**Run 1: sequential cells grouped by signal name**

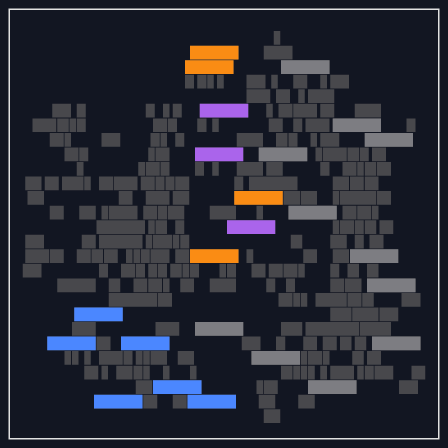
**Run 1: wire density map**

16 x 16 tiles, from dark blue (low) to red (high), scaled to the fullest tile. Values are wire area over tile area, all layers added.
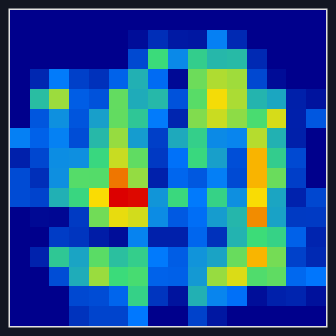
**Run 1: placed cells, one colour a class**

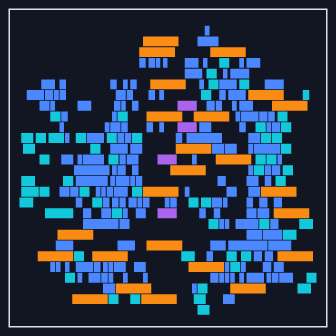
## config.mk

```make
export PLATFORM = sky130hd
export DESIGN_NAME = morse_keyer
export DESIGN_NICKNAME = d
export VERILOG_FILES = /design/src/rtl/morse_pkg.sv /design/src/rtl/morse_rom.sv /design/src/rtl/morse_keyer.sv
export SDC_FILE = /design/constraint.sdc
export NUM_CORES = 1
export LEC_CHECK = 0
export CAP_MARGIN = 20
export CORE_MARGIN = 2
export CORE_UTILIZATION = 30
export CTS_CLUSTER_SIZE = 12
export DETAILED_ROUTE_END_ITERATION = 16
export PLACE_DENSITY_LB_ADDON = 0.08
export SYNTH_ARGS = -nofsm -noshare
export SYNTH_HDL_FRONTEND = slang
export SYNTH_SLANG_ARGS = --single-unit
```

## constraint.sdc

```tcl
create_clock -name clk -period 1.8 [get_ports clk]
set_input_delay 0.45 -clock clk [delete_from_list [all_inputs] [get_ports clk]]
set_output_delay 0.45 -clock clk [all_outputs]
set_load 0.005 [all_outputs]
```

## src/rtl/morse_pkg.sv

```systemverilog
// Shared types and constants for the Morse keyer.
// Unit multiples are in Morse time units.
package morse_pkg;

  typedef enum logic [2:0] {
    ST_IDLE,
    ST_MARK,
    ST_GAP,
    ST_LGAP,
    ST_WGAP
  } state_t;

  localparam logic [4:0] LAST_LETTER = 5'd25;
  localparam logic [4:0] SPACE_CODE  = 5'd26;

  localparam logic [2:0] DOT  = 3'd1;
  localparam logic [2:0] DASH = 3'd3;
  localparam logic [2:0] LGAP = 3'd3;
  localparam logic [2:0] WGAP = 7'd7;

endpackage

```

## src/rtl/morse_rom.sv

```systemverilog
// ITU Morse table: letter code -> symbol count and
// left-aligned pattern (1 = dash, MSB sent first).
module morse_rom (
  input  logic [4:0] i_letter,
  output logic [3:0] o_len,
  output logic [3:0] o_pat
);

  always_comb begin
    o_len = 4'd0;
    o_pat = 4'b0000;
    unique case (i_letter)
      5'd0:  begin o_len = 4'd2; o_pat = 4'b0100; end
      5'd1:  begin o_len = 4'd4; o_pat = 4'b1000; end
      5'd2:  begin o_len = 4'd4; o_pat = 4'b1010; end
      5'd3:  begin o_len = 4'd3; o_pat = 4'b1000; end
      5'd4:  begin o_len = 4'd1; o_pat = 4'b0000; end
      5'd5:  begin o_len = 4'd4; o_pat = 4'b0010; end
      5'd6:  begin o_len = 4'd3; o_pat = 4'b1100; end
      5'd7:  begin o_len = 4'd4; o_pat = 4'b0000; end
      5'd8:  begin o_len = 4'd2; o_pat = 4'b0000; end
      5'd9:  begin o_len = 4'd4; o_pat = 4'b0111; end
      5'd10: begin o_len = 4'd3; o_pat = 4'b1010; end
      5'd11: begin o_len = 4'd4; o_pat = 4'b0100; end
      5'd12: begin o_len = 4'd2; o_pat = 4'b1100; end
      5'd13: begin o_len = 4'd2; o_pat = 4'b1000; end
      5'd14: begin o_len = 4'd3; o_pat = 4'b1110; end
      5'd15: begin o_len = 4'd4; o_pat = 4'b0110; end
      5'd16: begin o_len = 4'd4; o_pat = 4'b1101; end
      5'd17: begin o_len = 4'd3; o_pat = 4'b0100; end
      5'd18: begin o_len = 4'd3; o_pat = 4'b0000; end
      5'd19: begin o_len = 4'd1; o_pat = 4'b1000; end
      5'd20: begin o_len = 4'd3; o_pat = 4'b0010; end
      5'd21: begin o_len = 4'd4; o_pat = 4'b0001; end
      5'd22: begin o_len = 4'd3; o_pat = 4'b0110; end
      5'd23: begin o_len = 4'd4; o_pat = 4'b1001; end
      5'd24: begin o_len = 4'd4; o_pat = 4'b1011; end
      5'd25: begin o_len = 4'd4; o_pat = 4'b1100; end
      default: begin o_len = 4'd0; o_pat = 4'b0000; end
    endcase
  end

endmodule

```

## src/rtl/morse_keyer.sv

```systemverilog
// Morse keyer: takes one character code per handshake and
// keys it out with standard dot/dash/gap timing.
module morse_keyer
  import morse_pkg::*;
#(
  parameter int unsigned UNIT_CYCLES = 50
) (
  input  logic       clk,
  input  logic       resetn,
  input  logic       letter_valid,
  input  logic [4:0] letter,
  output logic       letter_ready,
  output logic       key_out,
  output logic       busy,
  output logic       done,
  output logic       err
);

  localparam int CW = $clog2(UNIT_CYCLES);
  localparam logic [CW-1:0] CYC_LAST = CW'(UNIT_CYCLES - 1);

  state_t        r_state, w_state;
  logic [CW-1:0] r_cyc, w_cyc;
  logic [2:0]    r_unit, w_unit;
  logic [2:0]    r_idx, w_idx;
  logic [3:0]    r_pat, w_pat;
  logic [3:0]    r_len, w_len;
  logic          r_done, w_done;
  logic          r_err, w_err;

  logic [3:0] w_rom_len;
  logic [3:0] w_rom_pat;
  logic       w_unit_end;
  logic       w_dash;
  logic [2:0] w_target;
  logic       w_span_end;

  morse_rom u_rom (
    .i_letter (letter),
    .o_len    (w_rom_len),
    .o_pat    (w_rom_pat)
  );

  always_ff @(posedge clk or negedge resetn) begin
    if (!resetn) begin
      r_state <= ST_IDLE;
      r_cyc   <= '0;
      r_unit  <= '0;
      r_idx   <= '0;
      r_pat   <= '0;
      r_len   <= '0;
      r_done  <= 1'b0;
      r_err   <= 1'b0;
    end else begin
      r_state <= w_state;
      r_cyc   <= w_cyc;
      r_unit  <= w_unit;
      r_idx   <= w_idx;
      r_pat   <= w_pat;
      r_len   <= w_len;
      r_done  <= w_done;
      r_err   <= w_err;
    end
  end

  assign w_unit_end = (r_cyc == CYC_LAST);
  assign w_dash     = |(r_pat & (4'b1000 >> r_idx));

  always_comb begin
    w_target = DOT;
    unique case (r_state)
      ST_MARK: w_target = w_dash ? DASH : DOT;
      ST_LGAP: w_target = LGAP;
      ST_WGAP: w_target = WGAP;
      default: w_target = DOT;
    endcase
  end

  assign w_span_end = w_unit_end && (r_unit == w_target - 3'd1);

  always_comb begin
    w_state = r_state;
    w_cyc   = w_unit_end ? '0 : r_cyc + CW'(1);
    w_unit  = w_unit_end ? r_unit + 3'd1 : r_unit;
    w_idx   = r_idx;
    w_pat   = r_pat;
    w_len   = r_len;
    w_done  = 1'b0;
    w_err   = 1'b0;
    if (w_span_end) begin
      w_cyc  = '0;
      w_unit = '0;
    end
    unique case (r_state)
      ST_IDLE: begin
        w_cyc  = '0;
        w_unit = '0;
        if (letter_valid) begin
          if (letter <= LAST_LETTER) begin
            w_state = ST_MARK;
            w_idx   = '0;
            w_pat   = w_rom_pat;
            w_len   = w_rom_len;
          end else if (letter == SPACE_CODE) begin
            w_state = ST_WGAP;
          end else begin
            w_err  = 1'b1;
            w_done = 1'b1;
          end
        end
      end
      ST_MARK: begin
        if (w_span_end) begin
          w_idx   = r_idx + 3'd1;
          w_state = ({1'b0, r_idx} + 4'd1 == r_len)
                    ? ST_LGAP : ST_GAP;
        end
      end
      ST_GAP: begin
        if (w_span_end) w_state = ST_MARK;
      end
      ST_LGAP, ST_WGAP: begin
        if (w_span_end) begin
          w_state = ST_IDLE;
          w_done  = 1'b1;
        end
      end
      default: w_state = ST_IDLE;
    endcase
  end

  assign letter_ready = (r_state == ST_IDLE);
  assign busy         = !letter_ready;
  assign key_out      = (r_state == ST_MARK);
  assign done         = r_done;
  assign err          = r_err;

endmodule

```

==> COMMIT_EDITMSG, run 1 <==
Log flow metrics for this revision

- STA lists the endpoint of the worst register-to-register path as r_unit[1].
- Walking the critical path from launch to capture passes 8 cell instances.
- Worst-path maximum fanout: 3
- After synthesis the netlist holds a flip-flop and latch count of 24.
- Total via count after detailed routing: approximately 1600
* Power consumed by combinational cells: between 150 and 200 uW
- Number of buffer and inverter stages on the critical path: 1
- After layout, the minimum clock period comes to approximately 2000 ps.
- Number of warning messages in the logs: 38
* Worst path arrival time: ~2200 ps
* Number of I/O pins: 13
* Worst reg2reg path depth: 8
- Multiplexer share of the synthesized area: 0.0476
- Of the total synthesized cell area, the portion taken by XOR and XNOR cells is 0.0404.
- The share of the Yosys chip area taken by registers is 0.346.
- Per the final layout report, the fraction of cells sized above drive strength 1 comes to 0.313.
- Grt total ovfl: 0
- Looking at the max-slew report, the worst-margin pin has a slew of between 400 and 500 ps.
- Terminating pin of the worst hold path: r_pat[2]
* Leading cell types by count after synthesis: 24 x dfrtp_1, 24 x nand2_1, 22 x nor2_1, 18 x o21ai_0
- The share of the core area taken by cells at floorplan is 0.313.
* Crit Path Class: reg -> reg
* Unrepaired setup endpoints after global routing: yes
- Internal power comes to about 820 uW.
- The most common logic cells in the final layout are 44 x buf_4, 24 x dfrtp_1, 22 x nand2_1.
- Including well taps, the total number of placed cells is 317.
- Power group with the highest consumption: sequential cells
* Outcome: finished, violations left
- In the finished design, the share of the clock period the worst path needs comes to 1.13.
- Portion of total power attributed to the clock network: 0.347
- At the later pin of the worst-skew pair, clock insertion delay measures 270 ps.
- For this block, the initial DRC count from the detailed router was slightly above 70.
- Top area contributor share: 0.346
- In this run the tightest slew margin relative to its limit is 0.699.
- Die outline height: 80.0 um
* Synthesis area per yosys: 1730 um^2
- Hold is met by 497 ps.
* Num Clock Sinks: 24
* Pre-CTS worst setup slack: -476 ps
- Setup violations remaining at the end of the flow were counted as 8.
* Startpoint of the lowest-slack hold path: r_pat[2]
* Violated checks: negative setup slack
* DR pass1 iterations: 4
- From synthesis to final layout, the design area changed by 39.9%.
- The clock network power reported by the tool is roughly 380 uW.
- For reference, the critical path is captured by r_unit[1].
- Worst-case setup margin in the final layout: -228 ps
- The synth_stat.txt file lists the number of cells as 202.
* Ant. Diodes: 0
- Most frequent standard cell in the layout excluding fill and tap cells: buf_4
- Post-synthesis cell count: roughly 200
- The clock passes through at most 2 buffers.
- DIE WIDTH: 80.0 um
- The timing report shows that the slowest cell on the worst path is a222oi_1.
* Flip-flops with a built-in enable: 0
- Per the TritonCTS log, the buffer count is 3.
* Start point of the critical path: r_idx[1]
* Min-Delay Path Class: reg -> reg
* Final antenna-violating net count: 0
## Picture notes: 'sequential cells grouped by signal name'
r_cyc -> blue  # sequential cells 6
r_pat -> orange  # sequential cells 4
r_len -> purple  # sequential cells 3

## Picture notes: 'wire density map'
nearly empty tiles = 25%
densest ninth of the die = centre
fullest tile = 0.42
mean over tiles = 0.10

## Picture notes: 'placed cells, one colour a class'
clock drivers and dummy loads -> purple  # cells 4, share of their area 2.4%
combinational and other logic -> blue  # cells 170, share of their area 52%
flops -> orange  # cells 24, share of their area 26%
other buffers and delay cells -> cyan  # cells 58, share of their area 20%

run 1: cell type report:
| cell class | instances | area [um^2] |
|---|---|---|
| multi-input cells | 158 | 1160 |
| inverters | 12 | 45.0 |
| fillers | 571 | 3110 |
| clock buffers | 4 | 55.1 |
| flip-flops and latches | 24 | 601 |
| repair buffers | 58 | 474 |
| well taps | 72 | 90.1 |
run 1: flip-flops by register name (all words and copies together), names as in the netlist:
register	cells
r_idx	3
r_pat	4
r_state	3
r_unit	3
done	1
err	1
r_cyc	6
r_len	3
run 1: per-layer routing:
layer	GRT usage	share of wire	vias up
met2	0.240	0.50	13
met1	0.184	0.48	789
met5	0	0	-
met4	0.0492	0.0091	0
li1	-	-	829
met3	0.0158	0.013	2
run 1: worst min-delay path: stages, from the launching register on:
cell     delay, ps
dfrtp_1        360
nand2_1         50
o21ai_0         60
--- run 2 (diff from run 1) ---
--- a/config.mk
+++ b/config.mk
@@ -5,7 +5,7 @@
 export SDC_FILE = /design/constraint.sdc
 export NUM_CORES = 1
 export LEC_CHECK = 0
-export CAP_MARGIN = 20
+export CAP_MARGIN = 40
 export CORE_MARGIN = 2
 export CORE_UTILIZATION = 30
 export CTS_CLUSTER_SIZE = 12
**Run 2: clock routing**

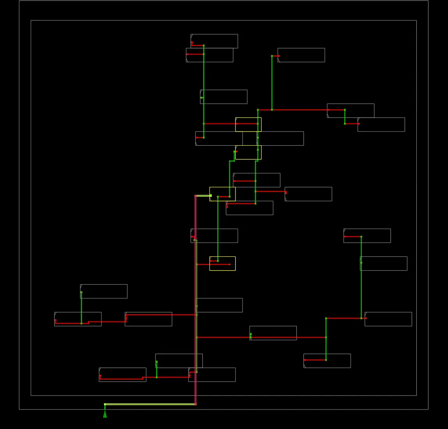
Num Clock Sinks: 24
Num CTS Buffers: 3
Setup Skew: 15.3 ps
count of clock-net buffers in the final layout: 4
clock network power: 378 uW

==> COMMIT_EDITMSG, run 2 <==
Log flow metrics for this revision

- Outcome: finished, violations left
- Violated checks: negative setup slack
* Uppermost layer routed: met4
* Number of tap instances: 72 (unchanged)
- Per the timing report, the achievable frequency comes out to between 0.4 and 0.5 GHz.
- The internal power summed over all cells is 817 uW (unchanged).
* Final number of max-transition violations: 0
- The largest driver fanout on the critical path was 3 (unchanged).
- Critical path endpoint category: flop
* Relative area of clock buffers and inverters in the final design: 0.0227 (unchanged)
- Fraction of layout cells with a size suffix above 1: 0.313 (unchanged)
- The remaining global-route overflow came to 0 (unchanged).
* DR pass1 iterations: 4 (unchanged)
* Final antenna-violating net count: 0 (unchanged)
* Post-cts hold buffer count: 0
* Floorplan-stage core utilization: 0.313 (unchanged)
* Share of synthesized area occupied by flip-flops and latches: 0.346 (unchanged)
* Portion of total power attributed to the clock network: 0.347 (about the same)
- The top cell type in the final layout, fill and taps aside, is buf_4.
- Combinational fraction of the cell area: 0.479 (unchanged)
- The combinational cell power is 172 uW (about the same).
- The endpoint identified for the worst register-to-register timing path is r_unit[1].
- Sequential share of cell area: 0.248 (unchanged)
- The library cells used most frequently in the layout, excluding fill and tap cells, are 44 x buf_4, 24 x dfrtp_1, 22 x nand2_1.
- Power group with the highest consumption: sequential cells
- The capture point of the critical path was reported as r_unit[1].
- Looking at the hold checks, the worst path lands on r_pat[2].
- Flip-flops with a built-in enable: 0 (unchanged)
* Most Crowded Layer GR: met2
- Worst reg2reg path depth: 8 (unchanged)
- Leading cell types by count after synthesis: 24 x dfrtp_1, 24 x nand2_1, 22 x nor2_1, 18 x o21ai_0
* Top area contributor share: 0.346 (unchanged)
- Multiplexer share of the synthesized area: 0.0476 (unchanged)
- The total instance count after detailed placement was 317 (unchanged).
- Biggest regs: r_cyc x6, r_pat x4
- The final period demand of the worst path is 2030 ps (unchanged).
- Top class by area: combinational gates
- Yosys aoi share: 0.211
- Flop and latch count out of synthesis: 24 (unchanged)
- Min-Delay Path Class: reg -> reg
- Final Net Count: 279
* DIE WIDTH: 80.0 um (unchanged)
* Start point of the critical path: r_idx[1]
- The layout inverter count without the clock tree is 12 (unchanged).
- The gate count after technology mapping came to 202 (unchanged).
- Adders+Majority by Area: 0.101
- The worst slew margin relative to its limit came to 0.699 (unchanged).
- The I/O pin count was 13 (unchanged).
- Xor/xnor cell area share of the yosys netlist: 0.0404 (unchanged)
* Number of buffers inserted by post-CTS setup repair: 7
- Length of routed met2 wiring: 2190 um (unchanged)
- Unrepaired setup endpoints after global routing: yes
* DRT iter0 DRCs: 71 (unchanged)
- Synthesis area per yosys: 1730 um^2 (unchanged)
- Prevailing logic family in the synthesized netlist: AND-OR/OR-AND gates
* Signed area change from the synthesized netlist to the final layout: 39.9% (unchanged)
- Final setup viols: 8 (unchanged)
- Ant. Diodes: 0 (unchanged)
- Worst-case setup margin in the final layout: -228 ps (unchanged)
- The die extent in y is 80.0 um (unchanged).
* Non-clock buffer total of the final layout: 58 (unchanged)
- The period utilization is 1.13 (unchanged).
- In the setup report, the worst path falls into the class reg -> reg.
* Non-clock buffer contribution to total cell area: 0.195 (unchanged)
- The data arrival at the endpoint of the critical path was 2230 ps (about the same).
* Number of warning messages in the logs: 38 (unchanged)
- The met1 track demand over resource in global routing came to 0.184 (unchanged).
- The report lists the number of cells resized after CTS as 20.
- The transition time of the tightest slew-check pin came to 441 ps (unchanged).
- The worst setup slack before clock tree synthesis was -476 ps (unchanged).
- The script computed the net switching share of total power as 0.249.
- The number of logic gates was 158 (unchanged).
- M1 WL: 2110 um (unchanged)
- The register with the most flip-flops in the final layout is r_cyc.
- The final-layout fill cell count is 571 (unchanged).
- Per the hold report, the tightest min-delay path originates at r_pat[2].
* Largest buffer count on any clock path: 2 (unchanged)
- Flip-flop and latch area: 601 um^2 (unchanged)
- The combinational cell area excluding buffers and inverters was 1160 um^2 (unchanged).
* Met2 track demand over resource in global routing: 0.240 (unchanged)
- Of the total power, combinational logic draws 0.158.
- Clock latency on the worst-skew pair: 270 ps (about the same)
- Grt met3 use: 0.0158 (unchanged)
* Registers: 24 (unchanged)
- The met3 layer wire length in the routed design is 55 um (unchanged).
- The flip-flop count of the largest register, all copies and words added is 6 (unchanged).
* Yosys cell count: 202 (unchanged)
**Run 2: wire density map**

16 x 16 tiles, from dark blue (low) to red (high), scaled to the fullest tile. Values are wire area over tile area, all layers added.
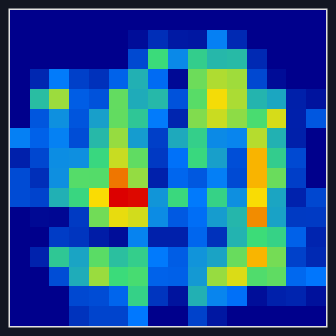
total via count after detailed routing: 1633
total wire length after detailed routing: 4390 um

==> run 2: cell counts after synthesis <==
Identical to the previous run, type by type.
==> run 2: critical path, cell delays in order, from the launching register on <==
cell      delay (ps)
dfrtp_1          380
inv_2             70
ha_2             180
a222oi_1         460
o22ai_2          210
nor2_2           150
mux2i_2          280
nand4_1          120
a21oi_1          140
==> run 2: per-stage QoR <==
stage,instance area [um^2],total power [mW],setup TNS [ps],utilization,hold WS [ps]
after floorplan,1730,0.624,-35.3,-,154
after global placement,2220,0.712,-5360,0.400,481
after detailed placement,2220,0.714,-5800,0.400,478
after CTS,2370,1.10,-1470,0.428,497
after global routing,2430,1.15,-2350,0.438,533
final,2430,1.09,-1550,0.438,497
Power figures rest on the tool's default switching activity, not on a simulated workload.
